==> images/power_grid.png <==
The bar under the picture is 20 um long. Pins as bars on the die edge. Tap cells in gray.
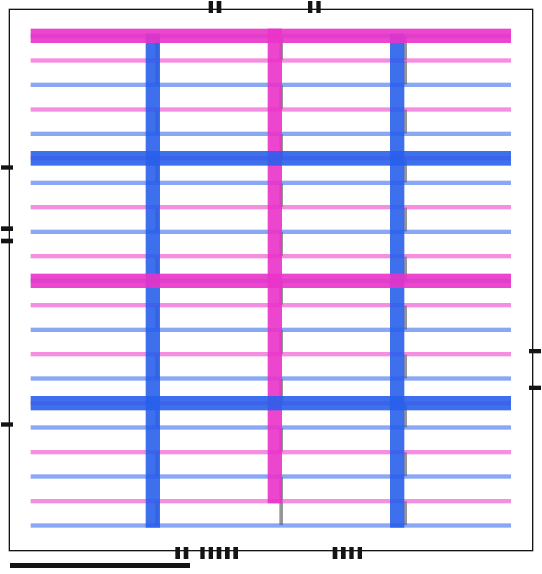
==> images/placement.png <==
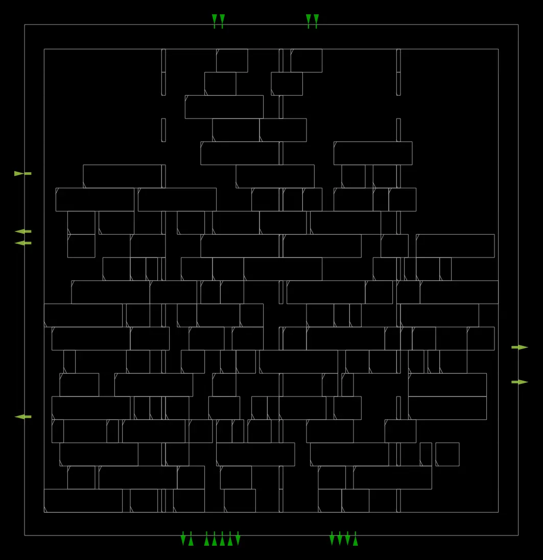
==> images/placement_by_type.png <==
Fill, decap, tap and diode cells in gray.
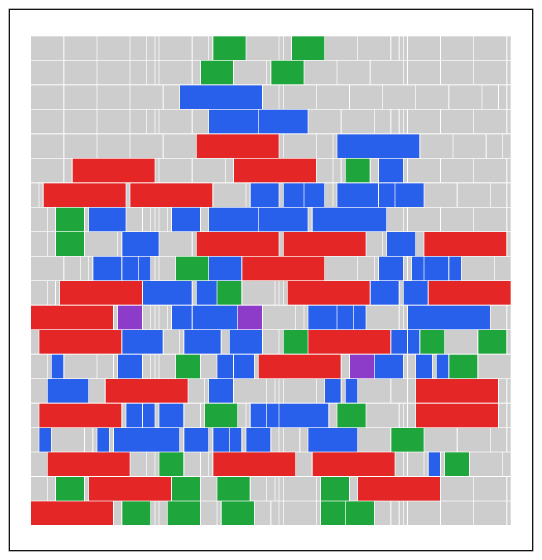
==> config.mk <==
export PLATFORM = sky130hd
export DESIGN_NAME = mult4b_seq
export DESIGN_NICKNAME = d
export VERILOG_FILES = /design/src/rtl/mult4b_seq.sv
export SDC_FILE = /design/constraint.sdc
export NUM_CORES = 1
export LEC_CHECK = 0
export ABC_CLOCK_PERIOD_IN_PS = 1700
export CAP_MARGIN = 20
export CORE_AREA = 2 2 56 58
export CTS_CLUSTER_DIAMETER = 40
export CTS_CLUSTER_SIZE = 10
export DETAILED_ROUTE_END_ITERATION = 12
export DIE_AREA = 0 0 58 60
export HOLD_SLACK_MARGIN = 0.05
export PLACE_DENSITY = 0.76
export SETUP_SLACK_MARGIN = 0.2
export SLEW_MARGIN = 20
export SYNTH_ARGS = -nofsm -noshare
export SYNTH_HDL_FRONTEND = slang
export SYNTH_SLANG_ARGS = --single-unit
==> constraint.sdc <==
create_clock -name clk_i -period 1.7 [get_ports clk_i]
set_input_delay 0.34 -clock clk_i [delete_from_list [all_inputs] [get_ports clk_i]]
set_output_delay 0.34 -clock clk_i [all_outputs]
set_load 0.005 [all_outputs]
==> results.txt <==
Status of the implementation.

- The flow ran to the end, and the final reports show no timing, DRC or antenna violations.
- The chip footprint is 3480 sq um, for reference.
- The number of gates given a new drive strength after cts is 15, for reference.
- The share of synthesized area occupied by flip-flops and latches is 53.3%, for reference.
- The share of total power dissipated in the clock network is 10.4%.
- Per STA, the worst path accumulates the most delay in the family adder cells.
- Power comes to 2450 uW.
- The share of the cycle needed by the critical path after routing is 92.6%, for reference.
- Per the run summary, max-cap violations total 0.
- Per the synthesis report, the simple-gate share of the synthesized area is 12.0%.
- In the synthesized netlist, mux cells make up 10.5% of the area.
- Sequential cells consume a total of 1070 uW.
- The routed design uses 95 um of met3 wire.
- The number of nets in the final layout is 144, for reference.
- The dominant kind of combinational cell is AND-OR/OR-AND gates, for reference.
- The highest metal layer carrying signal wires in the routed design is met4.
- In the post-synthesis netlist, the cell with the most instances is sky130_fd_sc_hd__dfrtp_1.
- Power attributed to combinational cells is 1130 uW.
- The fraction of registers with async set/reset is 100%, for reference.
- The CTS root buffer is sky130_fd_sc_hd__clkbuf_4, for reference.
Back to the opening pictures, power_grid.png:
Key: magenta = VDD; blue = VSS
33 tap cells. 21 signal pins sit on the boundary. 3 straps on met4. 21 met1 rails follow the rows. The core has 20 rows.
die width: 58 um
die height: 60 um
total core area: 2900 sq um

Back to the opening pictures, placement.png:
tap cells: 33
Final Util: 53.8%

Back to the opening pictures, placement_by_type.png:
Key: red = flops [cells 26, share of their area 43%]; blue = combinational and other logic [cells 67, share of their area 39%]; purple = clock drivers [cells 3, share of their area 1.5%]; green = other buffers and delay cells [cells 28, share of their area 16%]
fraction of standard cell area that is sequential: 41.7%
row cnt: 20
final instance area: 1560 sq um

## per-stage QoR
stage               utilization, %  hold WS [ns]  std cells  worst slack, ns
finish                        53.8         0.348        157            0.127
floorplan                        -         0.380         95            0.161
global placement              50.9         0.468        150           0.0398
CTS                           53.0         0.361        156            0.108
detailed placement            50.9         0.474        150           0.0310
global route                  53.8         0.384        157           0.0235
## final cells by class
cell class	count	area (sq um)	area share [%]
clock buffers	3	22.5	1.44
well taps	33	41.3	2.64
flip-flops and latches	26	651	41.7
inverters	4	15.0	0.962
multi-input cells	63	584	37.4
repair buffers	28	248	15.9
## per-layer routing
layer	up-vias	global-route usage, %
li1	395	-
met1	405	18.9
met2	17	26.8
met3	4	4.98
met4	0	5.32
met5	-	0
Power figures rest on the tool's default switching activity, not on a simulated workload.
